Figure 1. Placement density heat map.
(2 px per um) The die is cut into 15 by 15 equal tiles; dark blue is low, red is high, 0 to 100% covered.
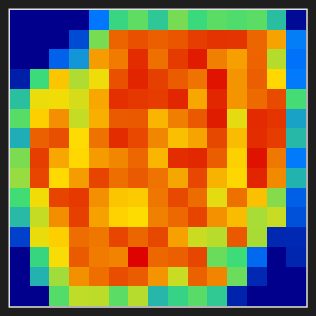
Figure 2. I/O nets highlighted.
(2 px per um)
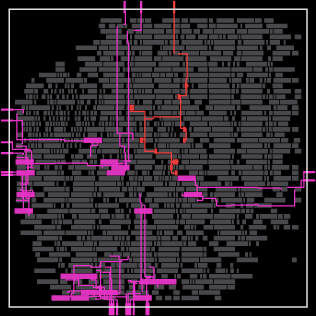
<file path="src/rtl/capiano_pkg.sv">
// Shared frame-buffer geometry and types for the camera writer and the VGA reader.
package capiano_pkg;

  localparam int unsigned FRAME_WORDS_DEFAULT = 38400;
  localparam logic [19:0] BANK0_BASE_DEFAULT  = 20'h00000;
  localparam logic [19:0] BANK1_BASE_DEFAULT  = 20'h10000;

  typedef struct packed {
    logic [19:0] addr;
    logic [31:0] data;
  } wr_entry_t;

  localparam int unsigned EntryW = $bits(wr_entry_t);

  typedef enum logic [1:0] {CapWait, CapRun, CapFull} cap_state_e;
  typedef enum logic {WrIdle, WrReq} wr_state_e;

endpackage

</file>
<file path="src/rtl/word_fifo.sv">
// Synchronous FIFO of pending SRAM writes; a push on a full FIFO succeeds only if a pop
// happens in the same cycle.
module word_fifo #(
  parameter int unsigned Width = 52,
  parameter int unsigned Depth = 4
) (
  input  logic             clk,
  input  logic             rst,
  input  logic             push,
  input  logic [Width-1:0] wdata,
  input  logic             pop,
  output logic [Width-1:0] rdata,
  output logic             full,
  output logic             empty
);

  localparam int unsigned PtrW = $clog2(Depth);

  if (Depth < 2 || (Depth & (Depth - 1)) != 0) begin : g_bad_depth
    $error("word_fifo Depth must be a power of two of at least 2");
  end

  logic [Width-1:0] mem_q [Depth];
  logic [PtrW:0]    wr_ptr_q, wr_ptr_d, rd_ptr_q, rd_ptr_d;
  logic             do_push, do_pop;

  assign empty   = (wr_ptr_q == rd_ptr_q);
  assign full    = (wr_ptr_q[PtrW-1:0] == rd_ptr_q[PtrW-1:0]) &&
                   (wr_ptr_q[PtrW] != rd_ptr_q[PtrW]);
  assign do_pop  = pop && !empty;
  assign do_push = push && (!full || do_pop);
  assign rdata   = mem_q[rd_ptr_q[PtrW-1:0]];

  always_comb begin
    wr_ptr_d = wr_ptr_q;
    rd_ptr_d = rd_ptr_q;
    if (do_push) wr_ptr_d = wr_ptr_q + 1'b1;
    if (do_pop)  rd_ptr_d = rd_ptr_q + 1'b1;
  end

  always_ff @(posedge clk or negedge rst) begin
    if (!rst) begin
      wr_ptr_q <= '0;
      rd_ptr_q <= '0;
    end else begin
      wr_ptr_q <= wr_ptr_d;
      rd_ptr_q <= rd_ptr_d;
    end
  end

  always_ff @(posedge clk) begin
    if (do_push) mem_q[wr_ptr_q[PtrW-1:0]] <= wdata;
  end

endmodule

</file>
<file path="src/rtl/cam_frame_writer.sv">
// Packs camera bytes into 32-bit words and writes whole frames alternately into two SRAM
// banks, publishing the bank that holds the last complete frame.
module cam_frame_writer
  import capiano_pkg::*;
#(
  parameter int unsigned FRAME_WORDS = FRAME_WORDS_DEFAULT,
  parameter logic [19:0] BANK0_BASE  = BANK0_BASE_DEFAULT,
  parameter logic [19:0] BANK1_BASE  = BANK1_BASE_DEFAULT,
  parameter int unsigned FIFO_DEPTH  = 4
) (
  input  logic        clk,
  input  logic        rst,
  input  logic        frame_start,
  input  logic        pix_valid,
  input  logic [7:0]  pix_data,
  output logic        write,
  output logic [19:0] addr,
  output logic [31:0] data,
  input  logic        workdone,
  output logic        disp_bank,
  output logic        frame_done,
  output logic        overflow
);

  localparam logic [19:0] FrameWordsL = 20'(FRAME_WORDS);

  if (FRAME_WORDS > 32'(BANK1_BASE - BANK0_BASE)) begin : g_frame_too_big
    $error("FRAME_WORDS does not fit between BANK0_BASE and BANK1_BASE");
  end

  function automatic logic [19:0] base_of(input logic bank);
    return bank ? BANK1_BASE : BANK0_BASE;
  endfunction

  cap_state_e  cap_q, cap_d;
  logic [1:0]  byte_idx_q, byte_idx_d;
  logic [23:0] pack_q, pack_d;
  logic [19:0] wr_word_q, wr_word_d;
  logic        wr_bank_q, wr_bank_d;
  logic        overflow_q, overflow_d;
  wr_state_e   wst_q, wst_d;
  logic        write_q, write_d;
  logic [19:0] addr_q, addr_d;
  logic [31:0] data_q, data_d;
  logic        disp_bank_q, disp_bank_d;
  logic        frame_done_q, frame_done_d;

  logic        push, pop, fifo_full, fifo_empty;
  wr_entry_t   push_entry, head_entry;

  word_fifo #(
    .Width (EntryW),
    .Depth (FIFO_DEPTH)
  ) u_word_fifo (
    .clk   (clk),
    .rst   (rst),
    .push  (push),
    .wdata (push_entry),
    .pop   (pop),
    .rdata (head_entry),
    .full  (fifo_full),
    .empty (fifo_empty)
  );

  // Capture side: packer and WAIT/RUN/FULL sequencing.
  always_comb begin
    cap_d           = cap_q;
    byte_idx_d      = byte_idx_q;
    pack_d          = pack_q;
    wr_word_d       = wr_word_q;
    wr_bank_d       = wr_bank_q;
    overflow_d      = overflow_q;
    push            = 1'b0;
    push_entry.addr = base_of(wr_bank_q) + wr_word_q;
    push_entry.data = {pix_data, pack_q};
    if (frame_start) begin
      cap_d      = CapRun;
      byte_idx_d = '0;
      pack_d     = '0;
      wr_word_d  = '0;
      wr_bank_d  = ~disp_bank_q;
      overflow_d = 1'b0;
    end else if (cap_q == CapRun && pix_valid) begin
      byte_idx_d = byte_idx_q + 2'd1;
      case (byte_idx_q)
        2'd0: pack_d[7:0]   = pix_data;
        2'd1: pack_d[15:8]  = pix_data;
        2'd2: pack_d[23:16] = pix_data;
        default: begin
          push      = 1'b1;
          // A dropped word still consumes its address slot.
          wr_word_d = wr_word_q + 20'd1;
          if (fifo_full && !pop) overflow_d = 1'b1;
          if (wr_word_d == FrameWordsL) cap_d = CapFull;
        end
      endcase
    end
  end

  // Write side: one outstanding request to ram_ctrl at a time.
  always_comb begin
    wst_d        = wst_q;
    write_d      = write_q;
    addr_d       = addr_q;
    data_d       = data_q;
    disp_bank_d  = disp_bank_q;
    frame_done_d = 1'b0;
    pop          = 1'b0;
    unique case (wst_q)
      WrIdle: begin
        if (!fifo_empty) begin
          wst_d   = WrReq;
          write_d = 1'b1;
          addr_d  = head_entry.addr;
          data_d  = head_entry.data;
        end
      end
      WrReq: begin
        if (workdone) begin
          pop     = 1'b1;
          write_d = 1'b0;
          wst_d   = WrIdle;
          if (cap_q == CapFull &&
              addr_q == base_of(wr_bank_q) + FrameWordsL - 20'd1) begin
            frame_done_d = 1'b1;
            disp_bank_d  = wr_bank_q;
          end
        end
      end
      default: wst_d = WrIdle;
    endcase
  end

  always_ff @(posedge clk or negedge rst) begin
    if (!rst) begin
      cap_q        <= CapWait;
      byte_idx_q   <= '0;
      pack_q       <= '0;
      wr_word_q    <= '0;
      wr_bank_q    <= 1'b0;
      overflow_q   <= 1'b0;
      wst_q        <= WrIdle;
      write_q      <= 1'b0;
      addr_q       <= '0;
      data_q       <= '0;
      disp_bank_q  <= 1'b0;
      frame_done_q <= 1'b0;
    end else begin
      cap_q        <= cap_d;
      byte_idx_q   <= byte_idx_d;
      pack_q       <= pack_d;
      wr_word_q    <= wr_word_d;
      wr_bank_q    <= wr_bank_d;
      overflow_q   <= overflow_d;
      wst_q        <= wst_d;
      write_q      <= write_d;
      addr_q       <= addr_d;
      data_q       <= data_d;
      disp_bank_q  <= disp_bank_d;
      frame_done_q <= frame_done_d;
    end
  end

  assign write      = write_q;
  assign addr       = addr_q;
  assign data       = data_q;
  assign disp_bank  = disp_bank_q;
  assign frame_done = frame_done_q;
  assign overflow   = overflow_q;

endmodule

</file>
<file path="config.mk">
export PLATFORM = sky130hd
export DESIGN_NAME = cam_frame_writer
export DESIGN_NICKNAME = d
export VERILOG_FILES = /design/src/rtl/capiano_pkg.sv /design/src/rtl/word_fifo.sv /design/src/rtl/cam_frame_writer.sv
export SDC_FILE = /design/constraint.sdc
export NUM_CORES = 1
export LEC_CHECK = 0
export ABC_AREA = 1
export CAP_MARGIN = 25
export CORE_MARGIN = 2
export CORE_UTILIZATION = 62
export CTS_BUF_LIST = sky130_fd_sc_hd__clkbuf_4 sky130_fd_sc_hd__clkbuf_8
export DETAILED_ROUTE_END_ITERATION = 8
export PLACE_DENSITY = 0.85
export SETUP_SLACK_MARGIN = 0.3
export SYNTH_ARGS = -nofsm -noshare
export SYNTH_HDL_FRONTEND = slang
export SYNTH_SLANG_ARGS = --single-unit
</file>
<file path="constraint.sdc">
create_clock -name clk -period 5.64 [get_ports clk]
set_input_delay 1.692 -clock clk [delete_from_list [all_inputs] [get_ports clk]]
set_output_delay 1.692 -clock clk [all_outputs]
set_load 0.05 [all_outputs]
</file>
==> run summary <==
Implementation results are summarized by area below.

Run status
The flow ran to the end, and the final reports show no timing, DRC or antenna violations.

Pwr
The switching part of the total is 36.1%. The proportion of power drawn by combinational gates is 35.9%. The largest voltage drop on the vdd net is 391 uV. The total power divided by cell area is 528 mW/mm2. The net switching power figure is 2.83 mW. The fraction of power consumed by the clock network is 26.3%. The overall power consumption is 7.84 mW.

The internal power of the cells totals 5.01 mW. The share of total power dissipated in sequential elements is 37.8%.

Synth
Yosys mapped a number of flops with a built-in enable equal to 208. Per the Yosys statistics, synthesis produced 986 cells. The count of cell types in the netlist is 29. For this run, the register share of the synthesized area comes to 70.3%. The chip area from the yosys synthesis statistics is 0.0129 mm2. The post-synthesis cell count is 986. For reference, the top cells by area after synthesis are edfxtp_1 49%, dfrtp_1 22%, o21ai_0 4.5%, nor2_1 4.3%, mux2_2 3.5%. Summed over its instances, the top area cell type makes up 48.5% of the synthesized netlist area. The cell area after technology mapping is 0.0129 mm2. The proportion of register bits with asynchronous set or reset after synthesis is 35.0%. Dividing the synthesized area by the synthesized cell count gives 13.1 um2.

The total of flip-flops plus latches after synthesis is 320. Sorting the Yosys area breakdown by cell type puts at the top edfxtp_1. The post-synth net total is 1012. The synthesis log from Yosys contains 0 warnings. The primary flip-flop cell chosen by synthesis mapping is edfxtp_1.

Finish
0 antenna diodes ended up in the layout. The number of standard cells in the final layout excluding fillers is 1385. The post-layout net count is 1100. The layout summary lists the proportion of cells stronger than drive strength 1 as 16.9%. Compared with the post-synthesis result, the final layout area differs by 15.5%. In the final layout, the fill cell count is 1219. The layout report lists the multi-input gate area as 0.00341 mm2.

Summing all flip-flop and latch instances after layout gives 0.00905 mm2. The post-layout instance area is 0.0149 mm2.

Run
Across the run, the number of max-cap violations was 0. The tool warning count is 37.

Global routing
The first global-routing pass estimated 45.7 mm of wire. The total grt overflow is 0. The number of global-route vias before repair is 8485. The initial antenna violation count was 0. Global routing consumed, over all layers together, 27.3% of the routing resources.

Placement
The minimum setup slack after placement is 1.13 ns. The HPWL after detailed placement is 16.9 mm. The placed standard-cell area is 0.0138 mm2. The final weighted congestion recorded by global placement is 0.935. The detailed placer reported the number of placed instances as 1293.

Routing
The length of the first detailed-routing pass in iterations is 5. The average routed wire per standard cell is 20.8 um. The routed wire length is 28.9 mm. The average via count per standard cell is 5.97. The via count is 8274. The remaining antenna violation count after routing is 0. The number of remaining DRC errors is 0.

Worst setup path
Counting cells, the worst reg-to-reg path comes to 8. The combined buffer and inverter count along the critical path is 2. Walking the worst path, the cells encountered are clkdlybuf4s50_1 > nand4_1 > nor2_2 > nand2_1 > nor2_4 > buf_12. STA lists the maximum fanout along the critical path as 39. The category of the worst setup path launch point is an input port. The start of the worst register-to-register path is u_word_fifo.rd_ptr_q[1]. The delay of the slowest critical-path stage is 0.55 ns. The cell type group with the largest total delay on the critical path is simple AND/OR/NAND/NOR gates.

The cell type of the slowest stage on the worst timing path is clkdlybuf4s50_1. On the critical path the data arrives at 4.25 ns. The class of the most critical setup path is in -> reg. The worst reg2reg path endpoint is u_word_fifo.mem_q[2][18]. Setup slack on the worst reg-to-reg path comes out at 2.23 ns. The nature of the critical path endpoint is a flip-flop. The required time at the endpoint of the critical path is 5.88 ns.

STA
The final count of negative-setup-slack endpoints is 0. For the pin with the worst max-slew slack, the measured transition is 1.05 ns. The final timing report lists a hold violation count of 0. The setup TNS is 0 ns.

Final hold analysis gives a worst-case slack of 0.493 ns. OpenROAD reports that the post-layout worst path occupies 71.1% of the period. Derived from the worst setup path, the maximum achievable clock frequency is 0.249 GHz.

The worst path in the final design needs a cycle of 4.01 ns, including I/O delays and setup. The worst setup slack after layout is 1.63 ns. In this run the tightest slew margin relative to its limit is 30.3%. The number of slew-limit violations in the final report is 0.

Floorplan
The die extent in y is 148 um. Measured along the x axis, the die boundary spans 148 um. After floorplanning, the core was divided into 52 placement rows. The overall chip area is 0.0219 mm2.

CTS
Looking at the post-CTS report, the setup buffer insertion count equals 0. Counting every sink on the clock net gives 320. The hold buffer count at cts is 0. The tree is rooted in a clkbuf_8. The count of H-tree levels built during CTS is 2. The maximum count of clock buffers along a single path is 3.

The latest clock arrival within the worst-skew pair is 0.58 ns. Per the TritonCTS log, the buffer count is 49. The register clock-pin slew on the reported worst setup and hold paths is 0.06 ns.

Min path
The worst hold-check path type is reg -> reg. The critical hold path startpoint is data[21]. Looking at the hold checks, the worst path lands on data[21].
About Figure 1:
57% of the tiles are over 75% full. The mean over all tiles is 66%. 8.4% of the tiles are nearly empty. The fullest tile reaches 100%.
area of the placeable core: 0.0203 mm2
fp_density: 63.4%
final cell utilization of the core: 73.3%

About Figure 2:
Key: addr = magenta [bits 20, direction output, edge 10 bottom, 6 left, 2 right, 2 top, end cells 20, wire 1120 um]; frame_start = red [bits 1, direction input, edge top, end cells 11, wire 163 um]
I/O Buffers: 68
I/O pin count: 69

==> cell usage in the layout, fill, tap and decap left out, types with 3 or more instances in the layout <==
master,instances
nor2_4,4
nor3_1,6
mux2_1,4
mux2_2,40
clkbuf_8,61
clkbuf_4,23
clkdlybuf4s50_1,67
nand2_1,88
edfxtp_1,208
o22ai_1,64
o21ai_0,116
nor2_2,5
mux2_4,30
clkinv_2,3
a21oi_1,6
buf_4,12
inv_1,51
inv_2,3
ha_1,13
nor2_1,145
nand4_1,9
dfrtp_1,111
xor2_1,10
nand3_1,21
==> power by group through the flow <==
stage / clock (mW) / sequential [mW] / combinational (mW)
finish: 2.06 / 2.97 / 2.82
global route: 2.18 / 3.00 / 3.00
CTS: 2.07 / 2.97 / 2.83
detailed placement: 0 / 3.01 / 2.79
global placement: 0 / 2.99 / 2.71
floorplan: 0 / 3.64 / 1.40
==> layout make-up <==
| type | instances | area share, % |
|---|---|---|
| sequential | 320 | 60.9 |
| clock buffer | 84 | 6.81 |
| timing repair buffer | 80 | 5.25 |
| tap | 270 | 2.27 |
| inverter | 54 | 1.36 |
| clock inverter | 8 | 0.488 |
| multi-input combinational | 569 | 23.0 |
==> Yosys cell counts (2+ instances only) <==
master	n
edfxtp_1	208
nor2_1	149
o21ai_0	116
dfrtp_1	112
nand2_1	88
o22ai_1	64
inv_1	51
mux2_2	40
clkbuf_1	36
mux2_4	30
nand3_1	21
ha_1	13
xor2_1	10
nand4_1	9
a21oi_1	6
nor3_1	6
nor2_2	5
mux2_1	4
buf_12	3
inv_2	3
nand3b_1	2
nor4_1	2
xnor2_1	2
==> worst max-delay path by stage <==
stage | slack (ns) | to | start | cells past startpoint
global placement | 1.27 | u_word_fifo.mem_q[2][6] | pix_valid | 6
floorplan | 0.55 | u_word_fifo.mem_q[3][0] | pix_valid | 4
CTS | 1.68 | u_word_fifo.mem_q[2][18] | pix_valid | 6
detailed placement | 1.13 | u_word_fifo.mem_q[2][11] | pix_valid | 6
finish | 1.63 | u_word_fifo.mem_q[2][18] | pix_valid | 6
global route | 1.51 | u_word_fifo.mem_q[2][18] | pix_valid | 6
==> kinds of logic (layout without fill, tap and decap cells) <==
| logic type | Yosys count | count (layout) | synth area share (%) |
|---|---|---|---|
| fa+ha+maj | 13 | 13 | 1.26 |
| compound gates | 186 | 186 | 7.86 |
| simple gates | 284 | 284 | 9.01 |
| xor+xnor | 12 | 12 | 0.817 |
| buf+inv | 97 | 226 | 3.39 |
| mux | 74 | 74 | 7.35 |
| flops | 320 | 320 | 70.3 |
==> flip-flops by register name (all words and copies together), names as in the netlist <==
name	flops
u_word_fifo.mem_q	208
data	32
pack_q	24
addr	20
wr_word_q	20
u_word_fifo.rd_ptr_q	3
u_word_fifo.wr_ptr_q	3
byte_idx_q	2
cap_q	2
disp_bank	1
frame_done	1
overflow	1
wr_bank_q	1
write	1
wst_q	1
==> worst register-to-register path, delay by kind of cell, from the launching register on <==
family / cells / cell delay [ns]
flops: 1 / 0.36
buf+inv: 3 / 1.44
simple gates: 5 / 1.29
==> per-layer routing <==
metal  GRT usage (%)  wire [um]
met1            34.8      11300
met2            45.9      14600
met3            4.54       1740
met4            13.7       1260
met5               0          0
No activity file was given, so power comes from the tool's default toggle rates.
